Fig. 1: supply network
Scale bar: 20 um. Pins as bars on the die edge.
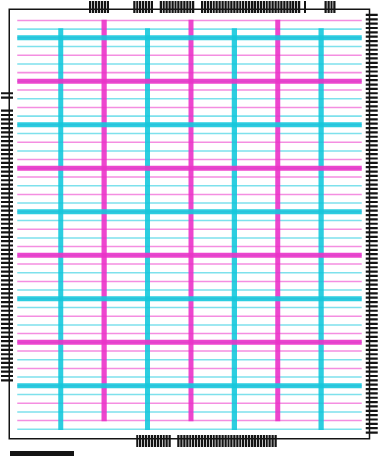
Fig. 2: placement by cell class
Scale bar: 20 um.
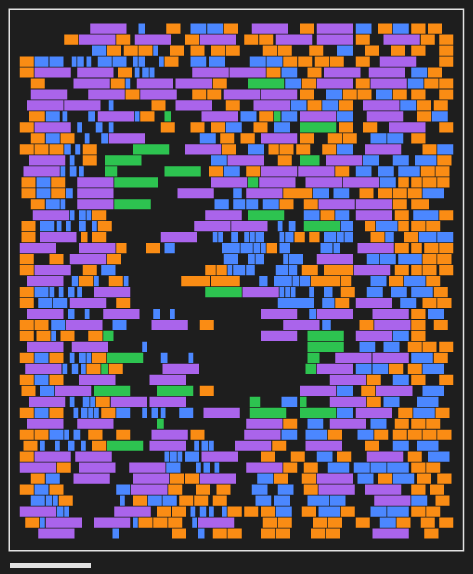
Fig. 3: clock network drawn from the DEF
Scale bar: 20 um.
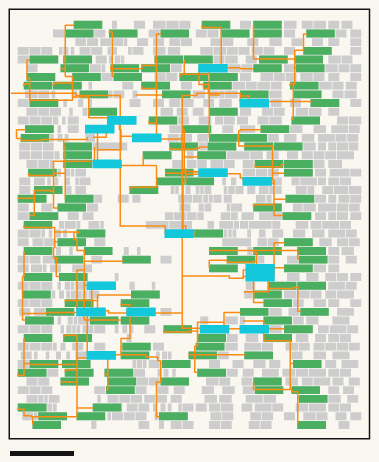
Fig. 4: signal wires by layer
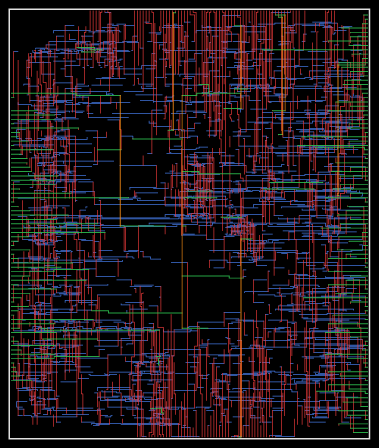
File: src/rtl/mem_port_arbiter_if.sv
// Bus bundle between the pipeline (fetch and MEM-stage data ports), the
// shared-memory arbiter and the single-ported unified memory.
// The arbiter connects through the slave modport; whoever drives the
// pipeline requests and the memory responses uses the master modport.
interface mem_port_arbiter_if;

    // Instruction-fetch port
    logic        if_req;
    logic [31:0] if_addr;
    logic [31:0] if_rdata;
    logic        if_ack;

    // MEM-stage data port
    logic        dm_valid;
    logic [5:0]  dm_op;
    logic [31:0] dm_addr;
    logic [31:0] dm_wdata;
    logic [31:0] dm_rdata;
    logic        dm_ack;

    // Memory side
    logic        mem_req;
    logic        mem_we;
    logic [31:0] mem_addr;
    logic [31:0] mem_wdata;
    logic [31:0] mem_rdata;
    logic        mem_ready;

    // Pipeline status
    logic        stall;
    logic        err;

    modport slave (
        input  if_req, if_addr,
        input  dm_valid, dm_op, dm_addr, dm_wdata,
        input  mem_rdata, mem_ready,
        output if_rdata, if_ack,
        output dm_rdata, dm_ack,
        output mem_req, mem_we, mem_addr, mem_wdata,
        output stall, err
    );

    modport master (
        output if_req, if_addr,
        output dm_valid, dm_op, dm_addr, dm_wdata,
        output mem_rdata, mem_ready,
        input  if_rdata, if_ack,
        input  dm_rdata, dm_ack,
        input  mem_req, mem_we, mem_addr, mem_wdata,
        input  stall, err
    );

endinterface

File: src/rtl/mem_port_arbiter.sv
// Arbiter sharing one single-ported unified memory between the instruction
// fetch port and the MEM-stage load/store port. One access is in flight at
// a time; data wins over fetch because it belongs to the older instruction.
// Hung accesses are aborted after TIMEOUT wait cycles and flag a sticky err.
module mem_port_arbiter #(
    parameter int TIMEOUT = 16
) (
    input  logic                  clk,
    input  logic                  rst_n,
    mem_port_arbiter_if.slave     bus
);

    localparam int          CW        = (TIMEOUT > 2) ? $clog2(TIMEOUT) : 1;
    localparam logic [CW-1:0] CNT_LAST = CW'(TIMEOUT - 1);
    localparam logic [5:0]  OP_STORE  = 6'd13;
    localparam logic [5:0]  OP_LOAD   = 6'd14;

    typedef enum logic [1:0] {
        IDLE    = 2'd0,
        IF_WAIT = 2'd1,
        DM_WAIT = 2'd2
    } state_t;

    state_t         state_q, state_d;
    logic [CW-1:0]  cnt_q, cnt_d;
    logic           mem_req_q, mem_req_d;
    logic           mem_we_q, mem_we_d;
    logic [31:0]    mem_addr_q, mem_addr_d;
    logic [31:0]    mem_wdata_q, mem_wdata_d;
    logic [31:0]    if_rdata_q, if_rdata_d;
    logic [31:0]    dm_rdata_q, dm_rdata_d;
    logic           if_ack_q, if_ack_d;
    logic           dm_ack_q, dm_ack_d;
    logic           err_q, err_d;

    logic           dm_req;
    logic           dm_req_m;
    logic           if_req_m;

    // A requester keeps its request high during its ack cycle, so the ack
    // masks that port to prevent an immediate duplicate grant.
    assign dm_req   = bus.dm_valid & ((bus.dm_op == OP_STORE) | (bus.dm_op == OP_LOAD));
    assign dm_req_m = dm_req & ~dm_ack_q;
    assign if_req_m = bus.if_req & ~if_ack_q;

    // Next-state logic: grant in IDLE, hold the handshake in WAIT, finish on
    // mem_ready or abort when the wait counter hits its last value.
    always_comb begin
        state_d     = state_q;
        cnt_d       = cnt_q;
        mem_req_d   = mem_req_q;
        mem_we_d    = mem_we_q;
        mem_addr_d  = mem_addr_q;
        mem_wdata_d = mem_wdata_q;
        if_rdata_d  = if_rdata_q;
        dm_rdata_d  = dm_rdata_q;
        if_ack_d    = 1'b0;
        dm_ack_d    = 1'b0;
        err_d       = err_q;

        case (state_q)
            IDLE: begin
                if (dm_req_m) begin
                    state_d     = DM_WAIT;
                    cnt_d       = '0;
                    mem_req_d   = 1'b1;
                    mem_we_d    = (bus.dm_op == OP_STORE);
                    mem_addr_d  = bus.dm_addr;
                    mem_wdata_d = bus.dm_wdata;
                end else if (if_req_m) begin
                    state_d     = IF_WAIT;
                    cnt_d       = '0;
                    mem_req_d   = 1'b1;
                    mem_we_d    = 1'b0;
                    mem_addr_d  = bus.if_addr;
                end
            end

            IF_WAIT, DM_WAIT: begin
                if (bus.mem_ready || (cnt_q == CNT_LAST)) begin
                    // Completion and abort share the same wind-down; only the
                    // captured data differs (real read data versus zero).
                    // A store owns no read data, so dm_rdata is left alone.
                    state_d   = IDLE;
                    mem_req_d = 1'b0;
                    mem_we_d  = 1'b0;
                    if (state_q == IF_WAIT) begin
                        if_ack_d   = 1'b1;
                        if_rdata_d = bus.mem_ready ? bus.mem_rdata : 32'd0;
                    end else begin
                        dm_ack_d = 1'b1;
                        if (!mem_we_q) begin
                            dm_rdata_d = bus.mem_ready ? bus.mem_rdata : 32'd0;
                        end
                    end
                    if (!bus.mem_ready) begin
                        err_d = 1'b1;
                    end
                end else begin
                    cnt_d = cnt_q + 1'b1;
                end
            end

            default: begin
                state_d   = IDLE;
                mem_req_d = 1'b0;
                mem_we_d  = 1'b0;
            end
        endcase
    end

    // State and registered outputs; reset drops any access without an ack.
    always_ff @(posedge clk or negedge rst_n) begin
        if (!rst_n) begin
            state_q     <= IDLE;
            cnt_q       <= '0;
            mem_req_q   <= 1'b0;
            mem_we_q    <= 1'b0;
            mem_addr_q  <= 32'd0;
            mem_wdata_q <= 32'd0;
            if_rdata_q  <= 32'd0;
            dm_rdata_q  <= 32'd0;
            if_ack_q    <= 1'b0;
            dm_ack_q    <= 1'b0;
            err_q       <= 1'b0;
        end else begin
            state_q     <= state_d;
            cnt_q       <= cnt_d;
            mem_req_q   <= mem_req_d;
            mem_we_q    <= mem_we_d;
            mem_addr_q  <= mem_addr_d;
            mem_wdata_q <= mem_wdata_d;
            if_rdata_q  <= if_rdata_d;
            dm_rdata_q  <= dm_rdata_d;
            if_ack_q    <= if_ack_d;
            dm_ack_q    <= dm_ack_d;
            err_q       <= err_d;
        end
    end

    assign bus.mem_req   = mem_req_q;
    assign bus.mem_we    = mem_we_q;
    assign bus.mem_addr  = mem_addr_q;
    assign bus.mem_wdata = mem_wdata_q;
    assign bus.if_rdata  = if_rdata_q;
    assign bus.dm_rdata  = dm_rdata_q;
    assign bus.if_ack    = if_ack_q;
    assign bus.dm_ack    = dm_ack_q;
    assign bus.err       = err_q;

    // The pipeline freezes while either port has an unacknowledged request.
    assign bus.stall = (dm_req & ~dm_ack_q) | (bus.if_req & ~if_ack_q);

endmodule

File: src/flat_wrapper.sv
// flat-port wrapper written by rule: the top's interface ports become plain ports
module mem_port_arbiter_flat 
#(
    parameter int TIMEOUT = 16
)
  (clk, rst_n, bus_if_req, bus_if_addr, bus_dm_valid, bus_dm_op, bus_dm_addr, bus_dm_wdata, bus_mem_rdata, bus_mem_ready, bus_if_rdata, bus_if_ack, bus_dm_rdata, bus_dm_ack, bus_mem_req, bus_mem_we, bus_mem_addr, bus_mem_wdata, bus_stall, bus_err);
  mem_port_arbiter_if bus_i ();
  input  logic clk;
  input  logic rst_n;
  input wire logic [$bits(bus_i.if_req)-1:0] bus_if_req;
  input wire logic [$bits(bus_i.if_addr)-1:0] bus_if_addr;
  input wire logic [$bits(bus_i.dm_valid)-1:0] bus_dm_valid;
  input wire logic [$bits(bus_i.dm_op)-1:0] bus_dm_op;
  input wire logic [$bits(bus_i.dm_addr)-1:0] bus_dm_addr;
  input wire logic [$bits(bus_i.dm_wdata)-1:0] bus_dm_wdata;
  input wire logic [$bits(bus_i.mem_rdata)-1:0] bus_mem_rdata;
  input wire logic [$bits(bus_i.mem_ready)-1:0] bus_mem_ready;
  output wire logic [$bits(bus_i.if_rdata)-1:0] bus_if_rdata;
  output wire logic [$bits(bus_i.if_ack)-1:0] bus_if_ack;
  output wire logic [$bits(bus_i.dm_rdata)-1:0] bus_dm_rdata;
  output wire logic [$bits(bus_i.dm_ack)-1:0] bus_dm_ack;
  output wire logic [$bits(bus_i.mem_req)-1:0] bus_mem_req;
  output wire logic [$bits(bus_i.mem_we)-1:0] bus_mem_we;
  output wire logic [$bits(bus_i.mem_addr)-1:0] bus_mem_addr;
  output wire logic [$bits(bus_i.mem_wdata)-1:0] bus_mem_wdata;
  output wire logic [$bits(bus_i.stall)-1:0] bus_stall;
  output wire logic [$bits(bus_i.err)-1:0] bus_err;
  assign bus_i.if_req = bus_if_req;
  assign bus_i.if_addr = bus_if_addr;
  assign bus_i.dm_valid = bus_dm_valid;
  assign bus_i.dm_op = bus_dm_op;
  assign bus_i.dm_addr = bus_dm_addr;
  assign bus_i.dm_wdata = bus_dm_wdata;
  assign bus_i.mem_rdata = bus_mem_rdata;
  assign bus_i.mem_ready = bus_mem_ready;
  assign bus_if_rdata = bus_i.if_rdata;
  assign bus_if_ack = bus_i.if_ack;
  assign bus_dm_rdata = bus_i.dm_rdata;
  assign bus_dm_ack = bus_i.dm_ack;
  assign bus_mem_req = bus_i.mem_req;
  assign bus_mem_we = bus_i.mem_we;
  assign bus_mem_addr = bus_i.mem_addr;
  assign bus_mem_wdata = bus_i.mem_wdata;
  assign bus_stall = bus_i.stall;
  assign bus_err = bus_i.err;
  mem_port_arbiter #(.TIMEOUT(TIMEOUT)) u_core (.clk(clk), .rst_n(rst_n), .bus(bus_i));
endmodule
File: config.mk
export PLATFORM = sky130hd
export DESIGN_NAME = mem_port_arbiter_flat
export DESIGN_NICKNAME = d
export VERILOG_FILES = /design/src/rtl/mem_port_arbiter_if.sv /design/src/rtl/mem_port_arbiter.sv /design/src/flat_wrapper.sv
export SDC_FILE = /design/constraint.sdc
export NUM_CORES = 1
export LEC_CHECK = 0
export ABC_CLOCK_PERIOD_IN_PS = 2200
export CORE_ASPECT_RATIO = 1.2
export CORE_MARGIN = 2
export CORE_UTILIZATION = 42
export CTS_CLUSTER_SIZE = 28
export DETAILED_ROUTE_END_ITERATION = 12
export PLACE_DENSITY = 0.81
export SETUP_SLACK_MARGIN = 0.3
export SLEW_MARGIN = 40
export SYNTH_ARGS = -nofsm -noshare
export SYNTH_HDL_FRONTEND = slang
export SYNTH_SLANG_ARGS = --single-unit
File: constraint.sdc
create_clock -name clk -period 2.2 [get_ports clk]
set_input_delay 0.33 -clock clk [delete_from_list [all_inputs] [get_ports clk]]
set_output_delay 0.33 -clock clk [all_outputs]
set_load 0.01 [all_outputs]
==> qor.yml <==
status: "finished, final reports clean"
synth_top_flop_cell: "dfrtp_1"
fillers: 1008
hold_end: "u_core.bus.if_ack"
maxSlewViolCount: 0
ys_seq_frac: 0.5897
worst_clock_skew_ps: 5.607
cts_resized: 6
dr_wl_met2_mm: 8.294
instances_no_fill: 912
netlist_area_um2: 5898
synth_nets: 592
syn_inst: 450
place_ws_ps: -46.42
power_clock_mw: 2.60
grt_pass1_wl_mm: 26.02
overflow: 0
cp_max_fo: 2
area_leaders: "dfrtp_1 59%, mux2_2 13%, a32o_1 5.4%"
power_density_nw_per_um2: 1216
clkTransAtPathRegs_ps: 50
p_leak_nw: 4.139
antenna_found_initial: 0
drc: 0
wire_per_inst_um: 18.18
post-cts-setup-buffers: 0
enable_flop_cells: 0
rows: 47
layout_top_cell: "clkdlybuf4s50_1"
worst_pin_slew_ps: 608.9
final_antenna_net_count: 0
setup_ws_ps: 335.9
power_leader: "combinational logic"
netSwitchingFraction: 0.3067
avgSynthCellArea_um2: 13.11
lay_top_cells: "267 x clkdlybuf4s50_1, 139 x dfrtp_1, 70 x mux2_2"
rsz0062_at_grt: "yes"
worstPathRequired_ps: 1870
reg2reg_depth: 6
grt.busiest_layer: "met2"
About Fig. 1:
| color | net |
|---|---|
| cyan | VSS |
| magenta | VDD |
met4 straps: 7
met1 rails: 48
met5 straps: 9
signal pins: 273
maximum vdd ir drop: 0.7492 mV
CORE AREA: 13,760 um^2
Die Y: 133.8 um

About Fig. 2:
| color | class | cells | share of their area |
|---|---|---|---|
| green | clock drivers and dummy loads | 30 | 5.9% |
| orange | other buffers and delay cells | 292 | 32% |
| purple | flip-flops | 139 | 38% |
| blue | all other logic | 280 | 25% |

About Fig. 3:
[cyan] cells driving clock nets | count: 17
[orange] clock wires | length: 1,640 um
[green] flip-flops | count: 139
flops lie: widely spread
routed clock nets: 18

About Fig. 4:
| color | layer | wire length |
|---|---|---|
| green | met3 | 1,610 um |
| orange | met4 | 345 um |
| blue | met1 | 6,330 um |
| red | met2 | 8,290 um |

## area by class of cell
class / count / area [um^2] / area share
multi-input combinational: 274 / 2270 / 0.2399
clock inverter: 12 / 102.6 / 0.01084
clock buffer: 18 / 439.2 / 0.04641
timing repair buffer: 292 / 2937 / 0.3103
sequential: 139 / 3478 / 0.3676
tap: 171 / 214.0 / 0.02261
inverter: 6 / 22.52 / 0.002380
## cells by family (layout without fill, tap and decap cells)
group                    after synthesis  count (layout)  synth area share
adder cells (fa/ha/maj)                3               3          0.006365
AND-OR/OR-AND                         81              81            0.1016
XOR/XNOR                               2               2          0.004244
AND/OR/NAND/NOR                       89              89           0.06831
flip-flops                           139             139            0.5897
buffers and inverters                 37             328           0.02864
multiplexers                          99              99            0.2011
## how the worst max path moves through the flow
stage | end | startpoint | slack, ps
floorplan | u_core.bus.mem_we | u_core.state_q[1] | 350
global placement | bus_stall | bus_dm_op[1] | -10
detailed placement | bus_stall | bus_dm_op[1] | -50
CTS | bus_stall | bus_dm_op[0] | 310
global route | bus_stall | bus_dm_op[5] | 290
finish | bus_stall | bus_dm_op[5] | 340
## stage by stage
stage          instance area, um^2    util  total power [mW]  hold slack, ps
2_1_floorplan                 5898       -             6.057           34.41
3_3_place_gp                  8886  0.6458             8.773           294.4
3_5_place_dp                  8886  0.6458             8.954           298.5
4_1_cts                       9440  0.6860             11.62           378.8
5_1_grt                       9463  0.6877             12.11           422.6
6_report                      9463  0.6877             11.51           404.1
## registers in the layout, summed over array words and instances (netlist names)
name	cells
u_core.bus.mem_addr	32
u_core.bus.mem_req	1
u_core.bus.dm_rdata	32
u_core.bus.dm_ack	1
u_core.bus.err	1
u_core.cnt_q	4
u_core.bus.if_rdata	32
u_core.bus.mem_wdata	32
u_core.bus.if_ack	1
u_core.state_q	2
u_core.bus.mem_we	1
No activity file was given, so power comes from the tool's default toggle rates.
